`config.mk`:
```
export PLATFORM = sky130hd
export DESIGN_NAME = score_recorder
export DESIGN_NICKNAME = d
export VERILOG_FILES = /design/src/rtl/score_recorder.sv
export SDC_FILE = /design/constraint.sdc
export NUM_CORES = 1
export LEC_CHECK = 0
export CAP_MARGIN = 40
export CORE_MARGIN = 4
export CORE_UTILIZATION = 58
export CTS_BUF_LIST = sky130_fd_sc_hd__clkbuf_2
export CTS_CLUSTER_SIZE = 12
export DETAILED_ROUTE_END_ITERATION = 6
export PLACE_DENSITY = 0.82
export SYNTH_ARGS = -nofsm -noshare
export SYNTH_HDL_FRONTEND = slang
export SYNTH_SLANG_ARGS = --single-unit
```
`constraint.sdc`:
```
create_clock -name clk -period 2.95 [get_ports clk]
set_input_delay 0.295 -clock clk [delete_from_list [all_inputs] [get_ports clk]]
set_output_delay 0.295 -clock clk [all_outputs]
set_load 0.02 [all_outputs]
```
`src/rtl/score_recorder.sv`:
```
// score_recorder
//
// Captures live key input and writes it into score RAM as (note, tone)
// entries, using the same encoding the score player reads back: an entry
// plays for (note+1) units of DELAY clocks. Leading silence before the first
// key is skipped. A segment shorter than one unit is dropped as a key glitch.
// A segment that reaches 128 units is split into a 127 entry plus a
// continuation.
//
// Optional feature (macro SCORE_END_MARK_EN): after the stop flush, one extra
// terminator entry (tone 0, note 127) is written, unless the take is full.
//
// Parameters:
//   DELAY     clocks per 1/128-note unit (>= 2, must match the player)
//   ADDR_MAX  highest RAM address written
//
// Ports:
//   clk           system clock
//   rst           asynchronous active-high reset
//   key_tone_i    currently pressed tone code, 0 = rest/no key
//   rec_start_i   one-cycle pulse, begin recording
//   rec_stop_i    one-cycle pulse, end recording
//   wr_en_o       RAM write strobe, one cycle per entry
//   wr_addr_o     RAM write address
//   wr_note_o     duration field written (units-1)
//   wr_tone_o     tone field written
//   recording_o   high while armed or recording
//   full_o        last written address was ADDR_MAX
//   length_o      number of entries written this take

module score_recorder #(
    parameter int DELAY    = 735000,
    parameter int ADDR_MAX = 610
) (
    input  logic       clk,
    input  logic       rst,
    input  logic [6:0] key_tone_i,
    input  logic       rec_start_i,
    input  logic       rec_stop_i,
    output logic       wr_en_o,
    output logic [9:0] wr_addr_o,
    output logic [6:0] wr_note_o,
    output logic [6:0] wr_tone_o,
    output logic       recording_o,
    output logic       full_o,
    output logic [9:0] length_o
);

    localparam int TICK_W = $clog2(DELAY);

`ifdef SCORE_END_MARK_EN
    typedef enum logic [2:0] {IDLE, ARM, REC, MARK, DONE} state_t;
`else
    typedef enum logic [1:0] {IDLE, ARM, REC, DONE} state_t;
`endif

    state_t            state_q, state_d;
    logic [TICK_W-1:0] tick_q, tick_d;
    logic [7:0]        dur_q, dur_d;
    logic [6:0]        seg_tone_q, seg_tone_d;
    logic [9:0]        addr_q, addr_d;
    logic [9:0]        length_q, length_d;
    logic              full_q, full_d;
    logic              recording_q, recording_d;
    logic              wr_en_q, wr_en_d;
    logic [9:0]        wr_addr_q, wr_addr_d;
    logic [6:0]        wr_note_q, wr_note_d;
    logic [6:0]        wr_tone_q, wr_tone_d;

    logic              do_write;
    logic [6:0]        commit_note;
    logic [6:0]        commit_tone;

    // Next-state logic. Each branch decides whether an entry is committed.
    // The shared write bookkeeping below the case then issues it, and may
    // force DONE when the last address is consumed.
    always_comb begin
        state_d     = state_q;
        tick_d      = tick_q;
        dur_d       = dur_q;
        seg_tone_d  = seg_tone_q;
        addr_d      = addr_q;
        length_d    = length_q;
        full_d      = full_q;
        wr_en_d     = 1'b0;
        wr_addr_d   = wr_addr_q;
        wr_note_d   = wr_note_q;
        wr_tone_d   = wr_tone_q;
        do_write    = 1'b0;
        commit_note = 7'd0;
        commit_tone = 7'd0;

        case (state_q)
            IDLE, DONE: begin
                // A simultaneous stop cancels the start.
                if (rec_start_i && !rec_stop_i) begin
                    state_d  = ARM;
                    addr_d   = 10'd0;
                    length_d = 10'd0;
                    full_d   = 1'b0;
                end
            end

            ARM: begin
                if (rec_stop_i) begin
                    state_d = DONE;
                end else if (key_tone_i != 7'd0) begin
                    seg_tone_d = key_tone_i;
                    dur_d      = 8'd0;
                    tick_d     = '0;
                    state_d    = REC;
                end
            end

            REC: begin
                if (rec_stop_i) begin
                    // Only the outgoing segment is flushed, even when the
                    // key also changes on this edge.
                    if (dur_q != 8'd0) begin
                        do_write    = 1'b1;
                        commit_note = 7'(dur_q - 8'd1);
                        commit_tone = seg_tone_q;
                    end
`ifdef SCORE_END_MARK_EN
                    state_d = MARK;
`else
                    state_d = DONE;
`endif
                end else if (key_tone_i != seg_tone_q) begin
                    // Segments shorter than one unit are dropped silently.
                    if (dur_q != 8'd0) begin
                        do_write    = 1'b1;
                        commit_note = 7'(dur_q - 8'd1);
                        commit_tone = seg_tone_q;
                    end
                    seg_tone_d = key_tone_i;
                    dur_d      = 8'd0;
                    tick_d     = '0;
                end else if (tick_q == TICK_W'(DELAY - 1)) begin
                    tick_d = '0;
                    if (dur_q == 8'd127) begin
                        // The note field cannot hold 128 units: emit a full
                        // entry and continue the same tone as a new segment.
                        do_write    = 1'b1;
                        commit_note = 7'd127;
                        commit_tone = seg_tone_q;
                        dur_d       = 8'd0;
                    end else begin
                        dur_d = dur_q + 8'd1;
                    end
                end else begin
                    tick_d = tick_q + TICK_W'(1);
                end
            end

`ifdef SCORE_END_MARK_EN
            MARK: begin
                do_write    = 1'b1;
                commit_note = 7'd127;
                commit_tone = 7'd0;
                state_d     = DONE;
            end
`endif

            default: state_d = IDLE;
        endcase

        if (do_write) begin
            wr_en_d   = 1'b1;
            wr_addr_d = addr_q;
            wr_note_d = commit_note;
            wr_tone_d = commit_tone;
            length_d  = length_q + 10'd1;
            if (addr_q == 10'(ADDR_MAX)) begin
                // The address does not wrap; later activity is ignored.
                full_d  = 1'b1;
                state_d = DONE;
            end else begin
                addr_d = addr_q + 10'd1;
            end
        end

        recording_d = (state_d == ARM) || (state_d == REC);
    end

    always_ff @(posedge clk or posedge rst) begin
        if (rst) begin
            state_q     <= IDLE;
            tick_q      <= '0;
            dur_q       <= 8'd0;
            seg_tone_q  <= 7'd0;
            addr_q      <= 10'd0;
            length_q    <= 10'd0;
            full_q      <= 1'b0;
            recording_q <= 1'b0;
            wr_en_q     <= 1'b0;
            wr_addr_q   <= 10'd0;
            wr_note_q   <= 7'd0;
            wr_tone_q   <= 7'd0;
        end else begin
            state_q     <= state_d;
            tick_q      <= tick_d;
            dur_q       <= dur_d;
            seg_tone_q  <= seg_tone_d;
            addr_q      <= addr_d;
            length_q    <= length_d;
            full_q      <= full_d;
            recording_q <= recording_d;
            wr_en_q     <= wr_en_d;
            wr_addr_q   <= wr_addr_d;
            wr_note_q   <= wr_note_d;
            wr_tone_q   <= wr_tone_d;
        end
    end

    assign wr_en_o     = wr_en_q;
    assign wr_addr_o   = wr_addr_q;
    assign wr_note_o   = wr_note_q;
    assign wr_tone_o   = wr_tone_q;
    assign recording_o = recording_q;
    assign full_o      = full_q;
    assign length_o    = length_q;

endmodule
```
Fig. 1: zoomed window
Region (56, 9) to (86, 39) um. Cells in grey, sequential cells in the stronger grey; small squares are vias.
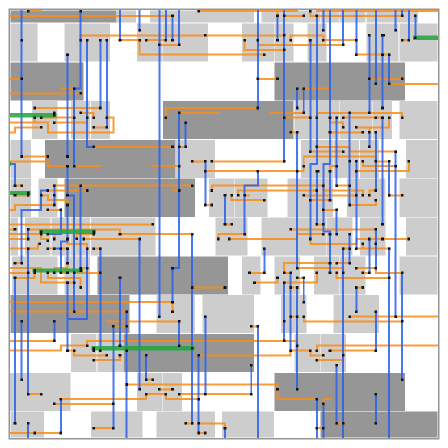
[met2] blue
[met1] orange
[met3] green
cells with their middle in the window: 70
most frequent: dfrtp_1 (10), clkdlybuf4s50_1 (9), nand3_1 (8)
sequential cells in the window: 10
netlist names of flops here include: addr_q (4), length_o (4), wr_addr_o (2)

Fig. 2: clock wires, drivers and flops
The bar under the picture is 20 um long.
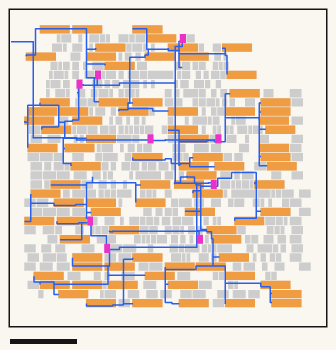
[cells driving clock nets] magenta | count: 9
[clock wires] blue | length: 974 um
[flip-flops] orange | count: 84
routed clock nets: 10
flops lie: all over the die

Fig. 3: cells by drive strength
The bar under the picture is 20 um long.
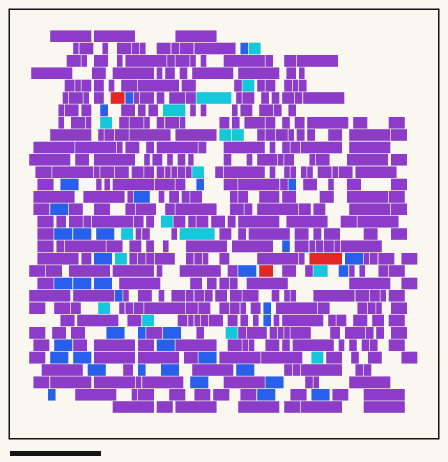
[drive 3 to 4] cyan | cells: 17 | most used: buf_4
[drive 2] blue | cells: 39 | most used: mux2_2
[drive 1 or less] purple | cells: 420 | most used: dfrtp_1
[drive 6 and up] red | cells: 3 | most used: inv_6

Fig. 4: clock routing
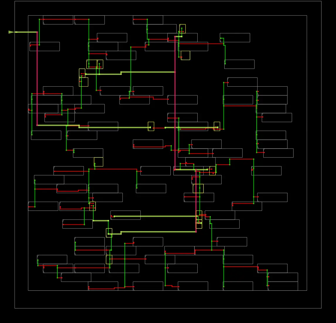
Power Clock: 0.533 mW
clock sinks: 84

Fig. 5: register map, names as in the netlist
The bar under the picture is 20 um long.
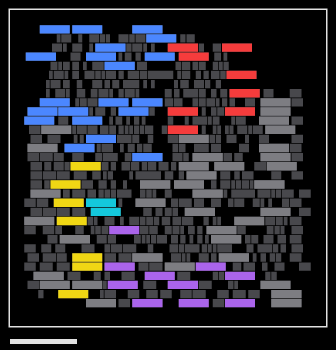
[wr_tone_o] yellow | flops: 7
[state_q] cyan | flops: 2
[wr_addr_o] purple | flops: 10 | where: bottom centre
[tick_q] blue | flops: 20
[dur_q] red | flops: 8
not coloured: 37

==> changes_impl.md <==
### Physical design

- Comb area leader: simple AND/OR/NAND/NOR gates
- Die ar.: around 0.0089 mm2
- Met2 Use GR: a little over a third
- Flip-flops: around 84
- FILL cells: ~570
- Largest net degree at the start of global routing: 45
- Top-count cell post-synth: dfrtp_1
- Share of cells above drive strength 1: between 10% and 20%
- Count of library flops with an enable pin: 0
- Final non-filler cell area: 0.00500 mm2
- Htree depth: 3
- Most frequent logic cell in the layout: dfrtp_1
- Invs w/o clock: 10
- Sequential power share: roughly half
- List of most frequent post-synthesis cells: dfrtp_1 (84), nor2_1 (37), nand2_1 (34)
- Rel. slew slack: about half
- All-Layer GR Usage: about 22%
- Met3 wire length: between 400 and 500 um
- Dpl cells: around 560
- Switching part of the total: a little over a third
- Total core area: approximately 0.007 mm2
- Hpwl dp: roughly 6600 um
- Share of total power in the clock network: 18.8%
- Hold_buf cts: 0
- Met3 Use GR: under 10%
- Status: finished clean
- Crit path from: tick_q[0]
- Post-synth seq share: a little under 50%
- Reg2reg end: recording_o
- Post-CTS Setup Inserts: 0
- RD Place Congestion: 0.870
- CTS buffer count: 9
- LEAKAGE: approximately 2.3 nW
- Share of flip-flops with an asynchronous set or reset: 100%
- R2R Setup Slk: between 0.2 and 0.3 ns
- Reg area: ~0.0021 mm2
- Synthesized Nets: 445
- Logic share of the area: about two fifths
- CP Launch Type: register
- Worst hold-check path type: in -> async
- Post-Syn Area: around 0.0043 mm2
- Adders+Majority by Area: 2.62%
- Met1 WL: slightly above 4000 um
- Ys flops: around 84
- Routed wl met2: 4260 um
- CP endpoint: recording_o
- Uppermost layer routed: met4
- Fin. Hold Viols: 0
- ANT cells: 0
- Die Wd: between 90 and 100 um
- Cell count in the Yosys report: approximately 430
- Worst Path Buf+Inv: 1
- # resized after CTS: 0
- Nets: between 400 and 500
- Multiplexer share: roughly 6.5%
- Vias: between 3000 and 4000
- Post-layout util: between 60% and 70%
- Clock buffer depth: 2
- Main area contributors: dfrtp_1 (49%), mux2_2 (6.5%), xor2_1 (5.3%), nor2_1 (3.2%), nand3_1 (3.1%)
- Worst clock skew: 0.0398 ns
- Gr busiest metal: met2
- P_int: between 1.5 and 2 mW
- PortBufs: about 47
- Placed inst area: between 0.004 and 0.005 mm2
- Pre-CTS setup slack: 0.126 ns
- NonClk Buf Share: between 10% and 20%
- Cells after Synth: between 400 and 500
- Avg Vias per Cell: approximately 5.8
- Final std cells w/o fill: roughly 580
- Core Util at FP: roughly three fifths
- Tool warnings: 30
- RSZ-0062 raised after global routing: no
- Period Utilization, post-route: between 90% and 100%
- Number of global-route vias before repair: roughly 3300
- Row cnt: 31
- Residual DRC: 0
- Iter 0 DRT Violations: approximately 220
- Dominant class by area: flip-flops and latches
- Post-synthesis simple-gate area fraction: 22.1%
- VDD IR max: 0.000494 V
- Max FO, Critical Path: 23
- Initial antenna violation count: 0
- WP data required: 3.41 ns
- Clk root buf: clkbuf_2
- Logic cell area: approximately 0.0021 mm2
Power is estimated from default activity; no workload was simulated.
